File: config.mk
export PLATFORM = sky130hd
export DESIGN_NAME = async_fifo_rd_ctrl
export DESIGN_NICKNAME = d
export VERILOG_FILES = /design/src/rtl/async_fifo_rd_ctrl_pkg.sv /design/src/rtl/gray_to_binary_converter.sv /design/src/rtl/ptr_sync_chain.sv /design/src/rtl/async_fifo_rd_ctrl.sv
export SDC_FILE = /design/constraint.sdc
export NUM_CORES = 1
export LEC_CHECK = 0
export ABC_AREA = 1
export CORE_UTILIZATION = 40
export CTS_BUF_LIST = sky130_fd_sc_hd__clkbuf_4 sky130_fd_sc_hd__clkbuf_8 sky130_fd_sc_hd__clkbuf_16
export DETAILED_ROUTE_END_ITERATION = 7
export PLACE_DENSITY_LB_ADDON = 0.25
export SYNTH_ARGS = -nofsm -noshare
export SYNTH_HDL_FRONTEND = slang
export SYNTH_HIERARCHICAL = 1
export SYNTH_SLANG_ARGS = --single-unit
File: constraint.sdc
create_clock -name rd_clk -period 2.7 [get_ports rd_clk]
set_input_delay 0.54 -clock rd_clk [delete_from_list [all_inputs] [get_ports rd_clk]]
set_output_delay 0.54 -clock rd_clk [all_outputs]
set_load 0.05 [all_outputs]
File: src/rtl/async_fifo_rd_ctrl_pkg.sv
// rtl/async_fifo_rd_ctrl_pkg.sv - shared defaults and helpers for the async FIFO pointer controllers
// Purpose: default geometry/threshold values and the binary->Gray helper used by
//          both the read-side and write-side pointer controllers.
// Ports:   none (package).
package async_fifo_rd_ctrl_pkg;

    localparam int ADDR_WIDTH_DEF      = 4;
    localparam int PTR_WIDTH_DEF       = ADDR_WIDTH_DEF + 1;
    localparam int DEPTH_DEF           = 2 ** ADDR_WIDTH_DEF;
    localparam int SYNC_STAGES_DEF     = 2;
    localparam int ALMOST_EMPTY_TH_DEF = 2;

    // Widths up to 32 bits; callers truncate to their pointer width.
    function automatic logic [31:0] bin_to_gray(input logic [31:0] bin);
        return bin ^ (bin >> 1);
    endfunction

endpackage

File: src/rtl/gray_to_binary_converter.sv
// rtl/gray_to_binary_converter.sv - combinational Gray to binary decode
// Purpose: binary bit i is the XOR of all Gray bits at positions >= i.
// Ports:   gray_i - Gray-coded input
//          bin_o  - binary equivalent
module gray_to_binary_converter #(
    parameter int WIDTH = 5
) (
    input  logic [WIDTH-1:0] gray_i,
    output logic [WIDTH-1:0] bin_o
);

    always_comb begin
        bin_o = '0;
        for (int i = 0; i < WIDTH; i++) begin
            bin_o[i] = ^(gray_i >> i);
        end
    end

endmodule

File: src/rtl/ptr_sync_chain.sv
// rtl/ptr_sync_chain.sv - multi-flop synchroniser for a Gray-coded pointer
// Purpose: carries a Gray pointer from a foreign clock domain through STAGES flops.
//          Gray coding guarantees at most one bit is in transition per sample.
// Ports:   clk_i    - destination clock
//          rst_n_i  - synchronous active-low reset, clears every stage
//          async_i  - pointer from the source domain
//          sync_o   - synchronised pointer (last stage)
module ptr_sync_chain #(
    parameter int WIDTH  = 5,
    parameter int STAGES = 2
) (
    input  logic             clk_i,
    input  logic             rst_n_i,
    input  logic [WIDTH-1:0] async_i,
    output logic [WIDTH-1:0] sync_o
);

    logic [WIDTH-1:0] sync_q [STAGES];

    always_ff @(posedge clk_i) begin
        if (!rst_n_i) begin
            for (int i = 0; i < STAGES; i++) begin
                sync_q[i] <= '0;
            end
        end else begin
            sync_q[0] <= async_i;
            for (int i = 1; i < STAGES; i++) begin
                sync_q[i] <= sync_q[i-1];
            end
        end
    end

    assign sync_o = sync_q[STAGES-1];

endmodule

File: src/rtl/async_fifo_rd_ctrl.sv
// rtl/async_fifo_rd_ctrl.sv - read-domain pointer controller for the asynchronous FIFO
// Purpose: synchronises the write Gray pointer, sequences pops, drives the memory
//          read port and produces empty / almost_empty / rd_level / underflow.
// Ports:   rd_clk, rd_rst_n          - read clock, synchronous active-low reset
//          wr_ptr_gray_async         - write pointer (Gray) from the write domain
//          rd_req                    - consumer pop request
//          rd_en_mem, rd_addr        - memory read enable / address
//          rd_valid                  - read data valid (one cycle after rd_en_mem)
//          rd_ptr_gray               - registered read pointer (Gray) to write domain
//          empty, almost_empty       - registered status flags
//          rd_level                  - registered occupancy seen from the read side
//          underflow                 - one-cycle pulse for a request while empty
module async_fifo_rd_ctrl
    import async_fifo_rd_ctrl_pkg::*;
#(
    parameter int ADDR_WIDTH      = ADDR_WIDTH_DEF,
    parameter int PTR_WIDTH       = ADDR_WIDTH + 1,
    parameter int SYNC_STAGES     = SYNC_STAGES_DEF,
    parameter int ALMOST_EMPTY_TH = ALMOST_EMPTY_TH_DEF
) (
    input  logic                  rd_clk,
    input  logic                  rd_rst_n,
    input  logic [PTR_WIDTH-1:0]  wr_ptr_gray_async,
    input  logic                  rd_req,
    output logic                  rd_en_mem,
    output logic [ADDR_WIDTH-1:0] rd_addr,
    output logic                  rd_valid,
    output logic [PTR_WIDTH-1:0]  rd_ptr_gray,
    output logic                  empty,
    output logic                  almost_empty,
    output logic [PTR_WIDTH-1:0]  rd_level,
    output logic                  underflow
);

    logic [PTR_WIDTH-1:0] wr_gray_s;
    logic [PTR_WIDTH-1:0] wr_bin_s;

    logic [PTR_WIDTH-1:0] rd_ptr_bin_q, rd_ptr_bin_d;
    logic [PTR_WIDTH-1:0] rd_ptr_gray_q, rd_ptr_gray_d;
    logic [PTR_WIDTH-1:0] rd_level_q, rd_level_d;
    logic                 empty_q, almost_empty_q;
    logic                 rd_valid_q, underflow_q;
    logic                 pop;

    ptr_sync_chain #(
        .WIDTH  (PTR_WIDTH),
        .STAGES (SYNC_STAGES)
    ) u_wr_ptr_sync (
        .clk_i   (rd_clk),
        .rst_n_i (rd_rst_n),
        .async_i (wr_ptr_gray_async),
        .sync_o  (wr_gray_s)
    );

    gray_to_binary_converter #(
        .WIDTH (PTR_WIDTH)
    ) u_wr_g2b (
        .gray_i (wr_gray_s),
        .bin_o  (wr_bin_s)
    );

    // A request during reset must never reach the memory port.
    assign pop = rd_req & ~empty_q & rd_rst_n;

    always_comb begin
        rd_ptr_bin_d  = rd_ptr_bin_q + {{(PTR_WIDTH-1){1'b0}}, pop};
        rd_ptr_gray_d = PTR_WIDTH'(bin_to_gray(32'(rd_ptr_bin_d)));
        // Modular difference; the wrap bit keeps full (DEPTH) apart from empty (0).
        rd_level_d    = wr_bin_s - rd_ptr_bin_d;
    end

    always_ff @(posedge rd_clk) begin
        if (!rd_rst_n) begin
            rd_ptr_bin_q   <= '0;
            rd_ptr_gray_q  <= '0;
            rd_level_q     <= '0;
            empty_q        <= 1'b1;
            almost_empty_q <= 1'b1;
            rd_valid_q     <= 1'b0;
            underflow_q    <= 1'b0;
        end else begin
            rd_ptr_bin_q   <= rd_ptr_bin_d;
            rd_ptr_gray_q  <= rd_ptr_gray_d;
            rd_level_q     <= rd_level_d;
            // Compared against the stale synchronised pointer, so empty can only
            // be pessimistic while a write is still crossing.
            empty_q        <= (rd_ptr_gray_d == wr_gray_s);
            almost_empty_q <= (rd_level_d <= PTR_WIDTH'(ALMOST_EMPTY_TH));
            rd_valid_q     <= pop;
            underflow_q    <= rd_req & empty_q;
        end
    end

    assign rd_en_mem    = pop;
    assign rd_addr      = rd_ptr_bin_q[ADDR_WIDTH-1:0];
    assign rd_valid     = rd_valid_q;
    assign rd_ptr_gray  = rd_ptr_gray_q;
    assign empty        = empty_q;
    assign almost_empty = almost_empty_q;
    assign rd_level     = rd_level_q;
    assign underflow    = underflow_q;

endmodule

Run 1, placed cells, one color a class:
Fill, decap, tap and diode cells in gray.
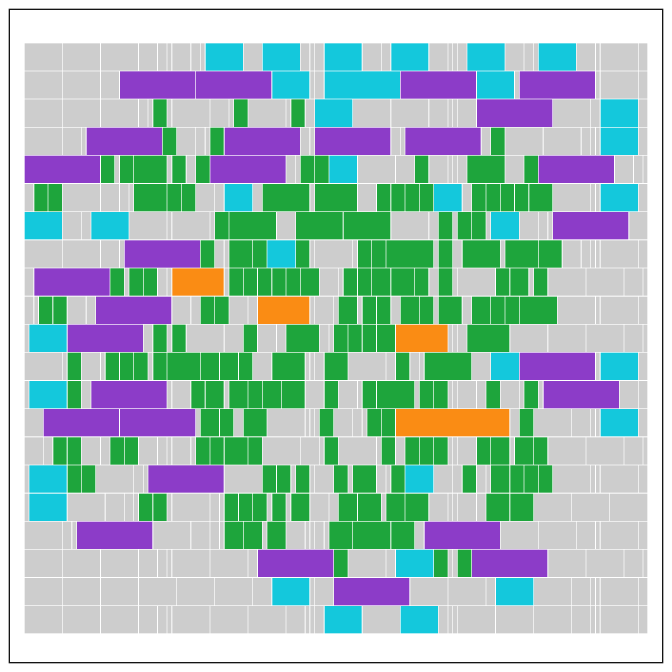
legend:
  purple:
    class: flops
    cells: 28
    share_of_their_area: 31%
  green:
    class: combinational and other logic
    cells: 177
    share_of_their_area: 47%
  orange:
    class: clock drivers and dummy loads
    cells: 4
    share_of_their_area: 3.9%
  cyan:
    class: other buffers and delay cells
    cells: 33
    share_of_their_area: 18%
placeable core region: 0.00344 mm^2
Design Area, Final: 0.00187 mm^2

Run 1, clock wiring as the flow saved it:
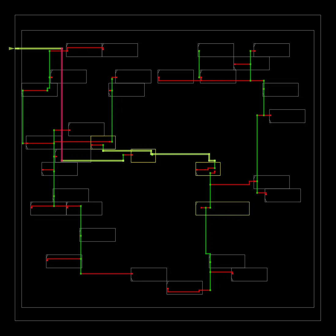
worst setup skew after layout: 0.00365 ns
number of sequential cells in the layout: 28

==> impl_summary.log, run 1 <==
[flow] final metrics
[metrics] post-synthesis mux area share: 0
[metrics] Syn Area/Cell: 6.96 um^2
[metrics] crit path capture type: flop
[metrics] final core utilization: 0.544
[metrics] overall power of the completed layout: 0.00104 W
[metrics] critical path depth: 18
[metrics] period utilization: 0.911
[metrics] clk pwr: 0.000328 W
[metrics] count of plain and timing-repair buffers: 33
[metrics] most frequent cell after synthesis: sky130_fd_sc_hd__nand2_1
[metrics] maximum buffer depth of the clock tree: 2
[metrics] Num CTS Buffers: 3
[metrics] static power due to leakage: 0.975 nW
[metrics] number of cells in the design after placement: 284
[metrics] hold wc startpoint: u_wr_ptr_sync/sync_q[0][3]
[metrics] R2R Path End: almost_empty
[metrics] met3 WL post-DR: 89 um
[metrics] cell taking the most area after synthesis: sky130_fd_sc_hd__dfxtp_1
[metrics] number of filler cells placed in the layout: 336
[metrics] maximum number of pins on one net before global-route repair: 18
[metrics] count of pins over their slew limit: 0
[metrics] flip-flops with a built-in enable: 0
[metrics] top cells, area: sky130_fd_sc_hd__dfxtp_1, sky130_fd_sc_hd__nand2_1, sky130_fd_sc_hd__inv_1
[metrics] endpoint of the worst hold path: u_wr_ptr_sync/sync_q[0][8]
[metrics] root buffer cell: sky130_fd_sc_hd__clkbuf_8
[metrics] instance area after placement: 0.00180 mm^2
[metrics] fraction of layout cells with a size suffix above 1: 0.149
[metrics] Setup Viol. Count Final: 0
[metrics] xor/xnor cell area share of the yosys netlist: 0.0294
[metrics] kind of start point of the critical path: input port
[metrics] distinct cell type count of the synthesized netlist: 20
[metrics] maximum cell stage delay along the critical path: 0.44 ns
[metrics] sequential share of cell area: 0.299
[metrics] maximum resistive drop on vdd: 0.358 mV
[metrics] Largest cell class: combinational gates
[metrics] Gates resized, CTS repair: 0
[metrics] top logic cell family in the synthesized netlist: simple AND/OR/NAND/NOR gates
[metrics] crit path setup slack, layout: 0.241 ns
[metrics] routing usage on met2: 0.250
[metrics] setup bufs post-CTS: 0
[metrics] area fraction in and, or, nand and nor cells: 0.353
[metrics] Top reg by flops: u_wr_ptr_sync/sync_q
[metrics] antenna violation net count after detailed routing: 0
[metrics] net switching power: 0.000299 W
[metrics] leading cell type in the layout, fill and taps excluded: sky130_fd_sc_hd__nand2_1
[metrics] CP cell instances: clkdlybuf4s50_1 > nand2_1 > nor2_4 > ha_1 > ha_1 > inv_1 > nand2_1 > and2_1 > ha_1 > inv_1 > nand2_1 > inv_1 > nand2_1 > nand3_2 > nand2_1 > inv_1 > nand2_1 > nor2_2
[metrics] Placement Setup Slack: -0.0624 ns
[metrics] Largest register FFs: 10
[metrics] Post-Route Setup TNS: 0 ns
[metrics] multi-input combinational cell count: 132
[metrics] final estimated routing congestion in global placement: 0.789
[metrics] fraction of registers with async set or reset after synthesis: 0
[metrics] number of instances in the synthesized netlist: 214
[metrics] Yosys chip area: 0.00149 mm^2
[metrics] number of violations of the max-capacitance limit: 0
[metrics] Non-clk invs: 45
[metrics] number of antenna violations at the first check in global routing: 0
[metrics] combinational share of power: 0.246
[metrics] flip-flop and latch count after synthesis: 28
[metrics] Clk pwr share: 0.317
[metrics] final std cells w/o fill: 288
[metrics] run status: finished clean
[metrics] final hold slack: 0.413 ns
[metrics] n_taps: 46
[metrics] number of vias per cell: 4.35
[metrics] tool warnings: 27
[metrics] family of cells with the greatest summed delay on the critical path: simple AND/OR/NAND/NOR gates
[metrics] post-route minimum period: 2.46 ns
[metrics] hold bufs inserted after CTS: 0
[metrics] ant diodes: 0
[metrics] AND-OR/OR-AND share of the synthesized area: 0.0269
Run 1, signal wires on met1:
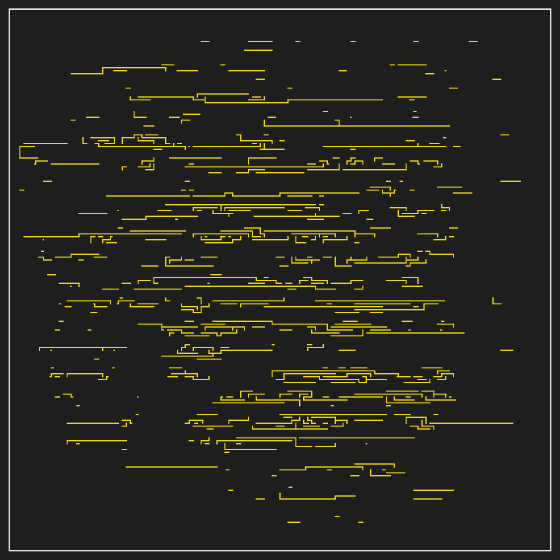
longest straight run: 21.6 um
wire length on this layer: 1210 um
met1 track demand over resource in global routing: 0.161
sum of routed wire length over all layers: 2560 um
total vias in the final route: 1254

--- run 2 (diff from run 1) ---
--- a/config.mk
+++ b/config.mk
@@ -6,6 +6,7 @@
 export NUM_CORES = 1
 export LEC_CHECK = 0
 export ABC_AREA = 1
+export ABC_CLOCK_PERIOD_IN_PS = 2700
 export CORE_UTILIZATION = 40
 export CTS_BUF_LIST = sky130_fd_sc_hd__clkbuf_4 sky130_fd_sc_hd__clkbuf_8 sky130_fd_sc_hd__clkbuf_16
 export DETAILED_ROUTE_END_ITERATION = 7
Run 2, signal wires on met1:
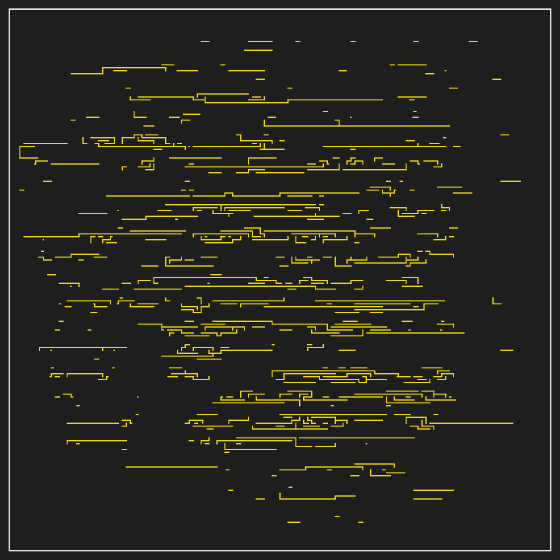
longest straight run: 21.6 um
wire length on this layer: 1210 um

Run 2, met3 routing:
The bar under the picture is 20 um long.
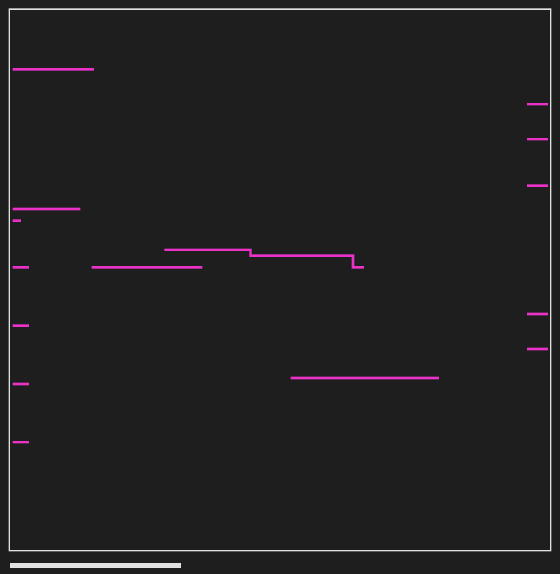
main direction: horizontal
wire length on this layer: 89.2 um
share of all routed wire: 3.5%
longest straight run: 17.0 um
nets with wire on the layer: 14
global routing met3 resource utilization: 0.0347

==> run 2 against run 1 <==
  * Combinational power about the same
  * Routed wire length unchanged
  * Register-to-register slack about the same
  * Sequential power about the same
  * Fmax unchanged
  * Cell count unchanged
  * Die size unchanged
  * First-iteration DRC count unchanged
  * Sequential share of layout area unchanged
  * Final area unchanged
  * Total power unchanged
  * Largest power group unchanged
==> impl_summary.log, run 2 <==
[flow] final metrics
[metrics] multi-input combinational cell count: 132
[metrics] leading cell type in the layout, fill and taps excluded: sky130_fd_sc_hd__nand2_1
[metrics] sequential share of cell area: 0.299
[metrics] wire length of the first global-routing pass: 4400 um
[metrics] critical path depth: 18
[metrics] worst hold path stage count: 2
[metrics] Num CTS Buffers: 3
[metrics] final core utilization: 0.544
[metrics] Yosys chip area: 0.00149 mm^2
[metrics] crit path setup slack, layout: 0.241 ns
[metrics] Top reg by flops: u_wr_ptr_sync/sync_q
[metrics] count of pins over their slew limit: 0
[metrics] transition at the pin with the smallest max-transition slack: 0.494 ns
[metrics] antenna violation net count after detailed routing: 0
[metrics] Gates resized, CTS repair: 0
[metrics] post-synthesis mux area share: 0
[metrics] met3 WL post-DR: 89 um
[metrics] Mapped Area: 0.00149 mm^2
[metrics] number of cells in the design after placement: 284
[metrics] clk pwr: 0.000328 W
[metrics] maximum buffer depth of the clock tree: 2
[metrics] hold bufs inserted after CTS: 0
[metrics] post-route minimum period: 2.46 ns
[metrics] Largest register FFs: 10
[metrics] worst setup skew after layout: 0.00365 ns
[metrics] combinational share of power: 0.246
[metrics] root buffer cell: sky130_fd_sc_hd__clkbuf_8
[metrics] final std cells w/o fill: 288
[metrics] flip-flops with a built-in enable: 0
[metrics] Non-clk invs: 45
[metrics] Syn Area/Cell: 6.96 um^2
[metrics] Largest cell class: combinational gates
[metrics] final hold slack: 0.413 ns
[metrics] static power due to leakage: 0.975 nW
[metrics] ant diodes: 0
[metrics] area fraction in and, or, nand and nor cells: 0.353
[metrics] Placement Setup Slack: -0.0624 ns
[metrics] number of violations of the max-capacitance limit: 0
[metrics] crit path capture type: flop
[metrics] maximum resistive drop on vdd: 0.358 mV
[metrics] Setup Viol. Count Final: 0
[metrics] flip-flop and latch count after synthesis: 28
[metrics] overall power of the completed layout: 0.00104 W
[metrics] number of instances in the synthesized netlist: 214
[metrics] number of vias per cell: 4.35
[metrics] n_taps: 46
[metrics] fraction of layout cells with a size suffix above 1: 0.149
[metrics] Clk pwr share: 0.317
[metrics] hold wc startpoint: u_wr_ptr_sync/sync_q[0][3]
[metrics] distinct cell type count of the synthesized netlist: 20
[metrics] routing usage on met2: 0.250
[metrics] relative contribution of sequential cells to total power: 0.437
[metrics] final estimated routing congestion in global placement: 0.789
[metrics] kind of start point of the critical path: input port
[metrics] overflow left after global routing: 0
[metrics] instance area after placement: 0.00180 mm^2
[metrics] top logic cell family in the synthesized netlist: simple AND/OR/NAND/NOR gates
[metrics] met1 track demand over resource in global routing: 0.161
[metrics] endpoint of the worst hold path: u_wr_ptr_sync/sync_q[0][8]
[metrics] AND-OR/OR-AND share of the synthesized area: 0.0269
[metrics] fraction of registers with async set or reset after synthesis: 0
[metrics] maximum cell stage delay along the critical path: 0.44 ns
[metrics] number of antenna violations at the first check in global routing: 0
[metrics] placeable core region: 0.00344 mm^2
[metrics] tool warnings: 27
[metrics] most frequent cell after synthesis: sky130_fd_sc_hd__nand2_1
[metrics] count of plain and timing-repair buffers: 33
[metrics] R2R Path End: almost_empty
[metrics] top cells, area: sky130_fd_sc_hd__dfxtp_1, sky130_fd_sc_hd__nand2_1, sky130_fd_sc_hd__inv_1
[metrics] run status: finished clean
[metrics] number of sequential cells in the layout: 28
[metrics] number of filler cells placed in the layout: 336
[metrics] CP cell instances: clkdlybuf4s50_1 > nand2_1 > nor2_4 > ha_1 > ha_1 > inv_1 > nand2_1 > and2_1 > ha_1 > inv_1 > nand2_1 > inv_1 > nand2_1 > nand3_2 > nand2_1 > inv_1 > nand2_1 > nor2_2
[metrics] setup bufs post-CTS: 0
[metrics] maximum number of pins on one net before global-route repair: 18
[metrics] Design Area, Final: 0.00187 mm^2
[metrics] family of cells with the greatest summed delay on the critical path: simple AND/OR/NAND/NOR gates
Run 2, placed cells, one color a class:
Fill, decap, tap and diode cells in gray.
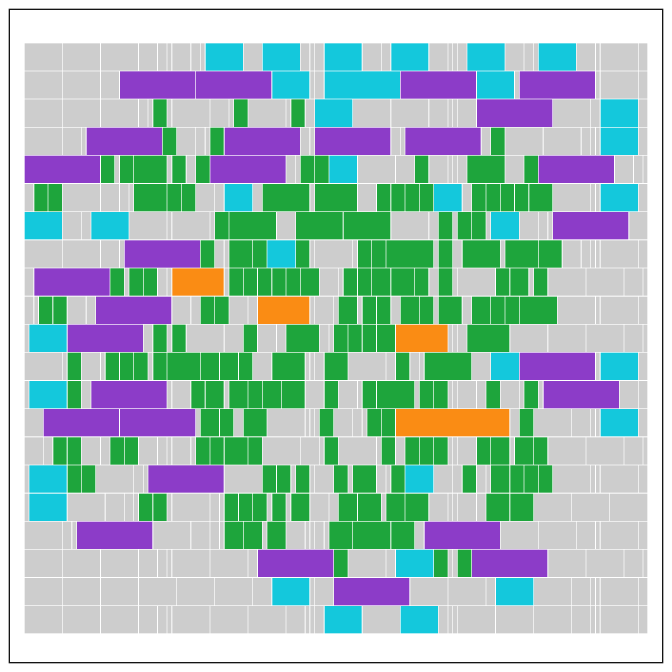
legend:
  purple:
    class: flops
    cells: 28
    share_of_their_area: 31%
  green:
    class: combinational and other logic
    cells: 177
    share_of_their_area: 47%
  cyan:
    class: other buffers and delay cells
    cells: 33
    share_of_their_area: 18%
  orange:
    class: clock drivers and dummy loads
    cells: 4
    share_of_their_area: 3.9%

Run 2, clock wiring as the flow saved it:
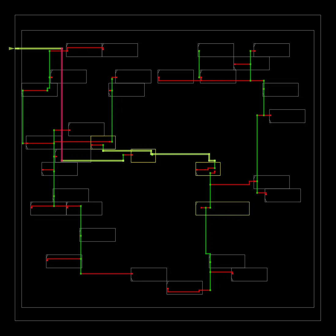

--- run 3 (diff from run 2) ---
--- a/config.mk
+++ b/config.mk
@@ -11,6 +11,7 @@
 export CTS_BUF_LIST = sky130_fd_sc_hd__clkbuf_4 sky130_fd_sc_hd__clkbuf_8 sky130_fd_sc_hd__clkbuf_16
 export DETAILED_ROUTE_END_ITERATION = 7
 export PLACE_DENSITY_LB_ADDON = 0.25
+export REMOVE_ABC_BUFFERS = 1
 export SYNTH_ARGS = -nofsm -noshare
 export SYNTH_HDL_FRONTEND = slang
 export SYNTH_HIERARCHICAL = 1
Run 3, clock wiring as the flow saved it:
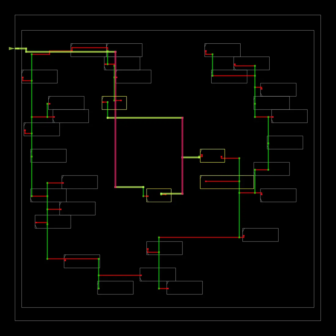
later-pin clock latency in the skew report: 0.28 ns
worst setup skew after layout: 0.00354 ns

Run 3, placed cells, one color a class:
Fill, decap, tap and diode cells in gray.
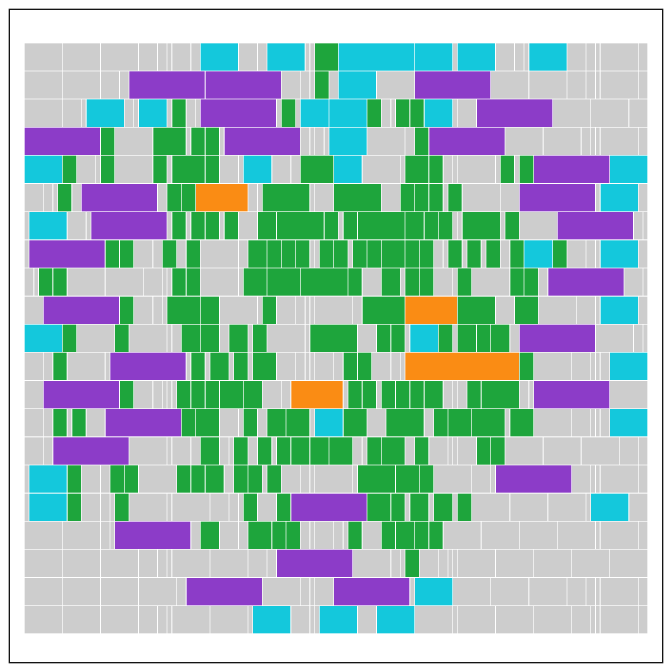
legend:
  purple:
    class: flops
    cells: 28
    share_of_their_area: 31%
  orange:
    class: clock drivers and dummy loads
    cells: 4
    share_of_their_area: 3.9%
  cyan:
    class: other buffers and delay cells
    cells: 34
    share_of_their_area: 18%
  green:
    class: combinational and other logic
    cells: 177
    share_of_their_area: 47%
sequential share of cell area: 0.299
number of rows in the core area: 21
final core utilization: 0.545
Design Area, Final: 0.00188 mm^2

==> run 3 against run 2 <==
  * Critical path type unchanged
  * Global-route usage rose by 0.74 points
  * Count of clock-buffer cells in the layout unchanged
  * Critical path depth unchanged
  * Synthesized cell count is the same
  * Routed wire length grew 3.4%
  * Worst hold slack improved by 0.00096 ns
  * Critical endpoint unchanged
  * Sequential cell count unchanged
  * Area after synthesis unchanged
  * Clock skew about the same
  * First-iteration DRC count shrank 67%
  * Sequential share of layout area hardly changed
  * Cell count increased by 0.35%
  * Highest routed layer unchanged
==> impl_summary.log, run 3 <==
[flow] final metrics
[metrics] run status: finished clean
[metrics] Critical Path End: almost_empty
[metrics] cell-internal power: 0.000740 W
[metrics] fraction of registers with async set or reset after synthesis: 0
[metrics] post-synthesis mux area share: 0
[metrics] area fraction in and, or, nand and nor cells: 0.353
[metrics] Non-clk invs: 45
[metrics] post-route minimum period: 2.49 ns
[metrics] number of violations of the max-capacitance limit: 0
[metrics] transition at the pin with the smallest max-transition slack: 0.498 ns
[metrics] flip-flops with a built-in enable: 0
[metrics] R2R Path End: almost_empty
[metrics] number of instances in the synthesized netlist: 214
[metrics] endpoint of the worst hold path: u_wr_ptr_sync/sync_q[0][8]
[metrics] Mapped Area: 0.00149 mm^2
[metrics] number of cells in the design after placement: 285
[metrics] cell taking the most area after synthesis: sky130_fd_sc_hd__dfxtp_1
[metrics] starting DRC count in detailed routing: 16
[metrics] antenna violation net count after detailed routing: 0
[metrics] Clk pwr share: 0.315
[metrics] xor/xnor cell area share of the yosys netlist: 0.0294
[metrics] period utilization: 0.921
[metrics] maximum buffer depth of the clock tree: 2
[metrics] multi-input combinational cell count: 132
[metrics] Largest cell class: combinational gates
[metrics] kind of start point of the critical path: input port
[metrics] AND-OR/OR-AND share of the synthesized area: 0.0269
[metrics] relative contribution of sequential cells to total power: 0.435
[metrics] crit path capture type: flop
[metrics] leading cell type in the layout, fill and taps excluded: sky130_fd_sc_hd__nand2_1
[metrics] wire length of the first global-routing pass: 4520 um
[metrics] Num CTS Buffers: 3
[metrics] Largest register FFs: 10
[metrics] CP cell instances: clkdlybuf4s50_1 > nand2_1 > nor2_2 > ha_1 > ha_1 > inv_1 > nand2_1 > and2_1 > ha_1 > inv_1 > nand2_1 > inv_1 > nand2_1 > nand3_2 > nand2_1 > inv_1 > nand2_1 > nor2_2
[metrics] final estimated routing congestion in global placement: 0.797
[metrics] hold bufs inserted after CTS: 0
[metrics] hold wc startpoint: u_wr_ptr_sync/sync_q[0][3]
[metrics] overall power of the completed layout: 0.00104 W
[metrics] number of antenna violations at the first check in global routing: 0
[metrics] placeable core region: 0.00344 mm^2
[metrics] instance area after placement: 0.00180 mm^2
[metrics] flip-flop and latch count after synthesis: 28
[metrics] sum of routed wire length over all layers: 2650 um
[metrics] Setup Viol. Count Final: 0
[metrics] family of cells with the greatest summed delay on the critical path: simple AND/OR/NAND/NOR gates
[metrics] fraction of layout cells with a size suffix above 1: 0.152
[metrics] overflow left after global routing: 0
[metrics] maximum resistive drop on vdd: 0.364 mV
[metrics] final hold slack: 0.414 ns
[metrics] critical path depth: 18
[metrics] static power due to leakage: 0.979 nW
[metrics] root buffer cell: sky130_fd_sc_hd__clkbuf_8
[metrics] top cells by count, synth: sky130_fd_sc_hd__nand2_1, sky130_fd_sc_hd__inv_1, sky130_fd_sc_hd__dfxtp_1
[metrics] count of plain and timing-repair buffers: 34
[metrics] Placement Setup Slack: -0.144 ns
[metrics] routing usage on met2: 0.263
[metrics] crit path setup slack, layout: 0.213 ns
[metrics] global routing met3 resource utilization: 0.0347
[metrics] n_taps: 46
[metrics] net switching power: 0.000302 W
[metrics] top logic cell family in the synthesized netlist: simple AND/OR/NAND/NOR gates
[metrics] synthesis-to-finish area growth: 26.0%
[metrics] Syn Area/Cell: 6.96 um^2
[metrics] setup bufs post-CTS: 0
[metrics] top cells, area: sky130_fd_sc_hd__dfxtp_1, sky130_fd_sc_hd__nand2_1, sky130_fd_sc_hd__inv_1
[metrics] r2r worst-path depth: 16
[metrics] worst hold path stage count: 2
[metrics] clk pwr: 0.000328 W
[metrics] combinational share of power: 0.250
[metrics] number of vias per cell: 4.40
[metrics] total vias in the final route: 1272
[metrics] number of filler cells placed in the layout: 332
[metrics] maximum cell stage delay along the critical path: 0.49 ns
[metrics] met3 WL post-DR: 85 um
[metrics] count of pins over their slew limit: 0
[metrics] tool warnings: 26
[metrics] final std cells w/o fill: 289
[metrics] Post-Route Setup TNS: 0 ns
[metrics] most frequent cell after synthesis: sky130_fd_sc_hd__nand2_1
[metrics] met1 track demand over resource in global routing: 0.157
[metrics] number of sequential cells in the layout: 28
[metrics] Top reg by flops: u_wr_ptr_sync/sync_q
[metrics] Gates resized, CTS repair: 0
[metrics] Yosys chip area: 0.00149 mm^2
Run 3, routed metal per tile:
The bar under the picture is 20 um long. 13 x 13 tiles, from dark blue (low) to red (high), scaled to the fullest tile. Values are wire area over tile area, all layers added.
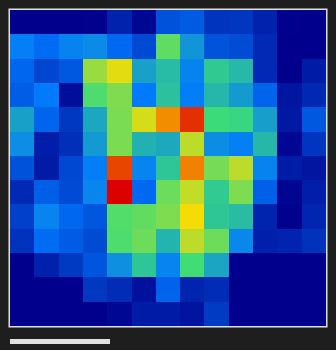
fullest tile: 0.43
densest ninth of the die: center
tiles over half the peak: 17%
emptiest ninth of the die: lower right
nearly empty tiles: 20%
mean over tiles: 0.11

Power is estimated from default activity; no workload was simulated.
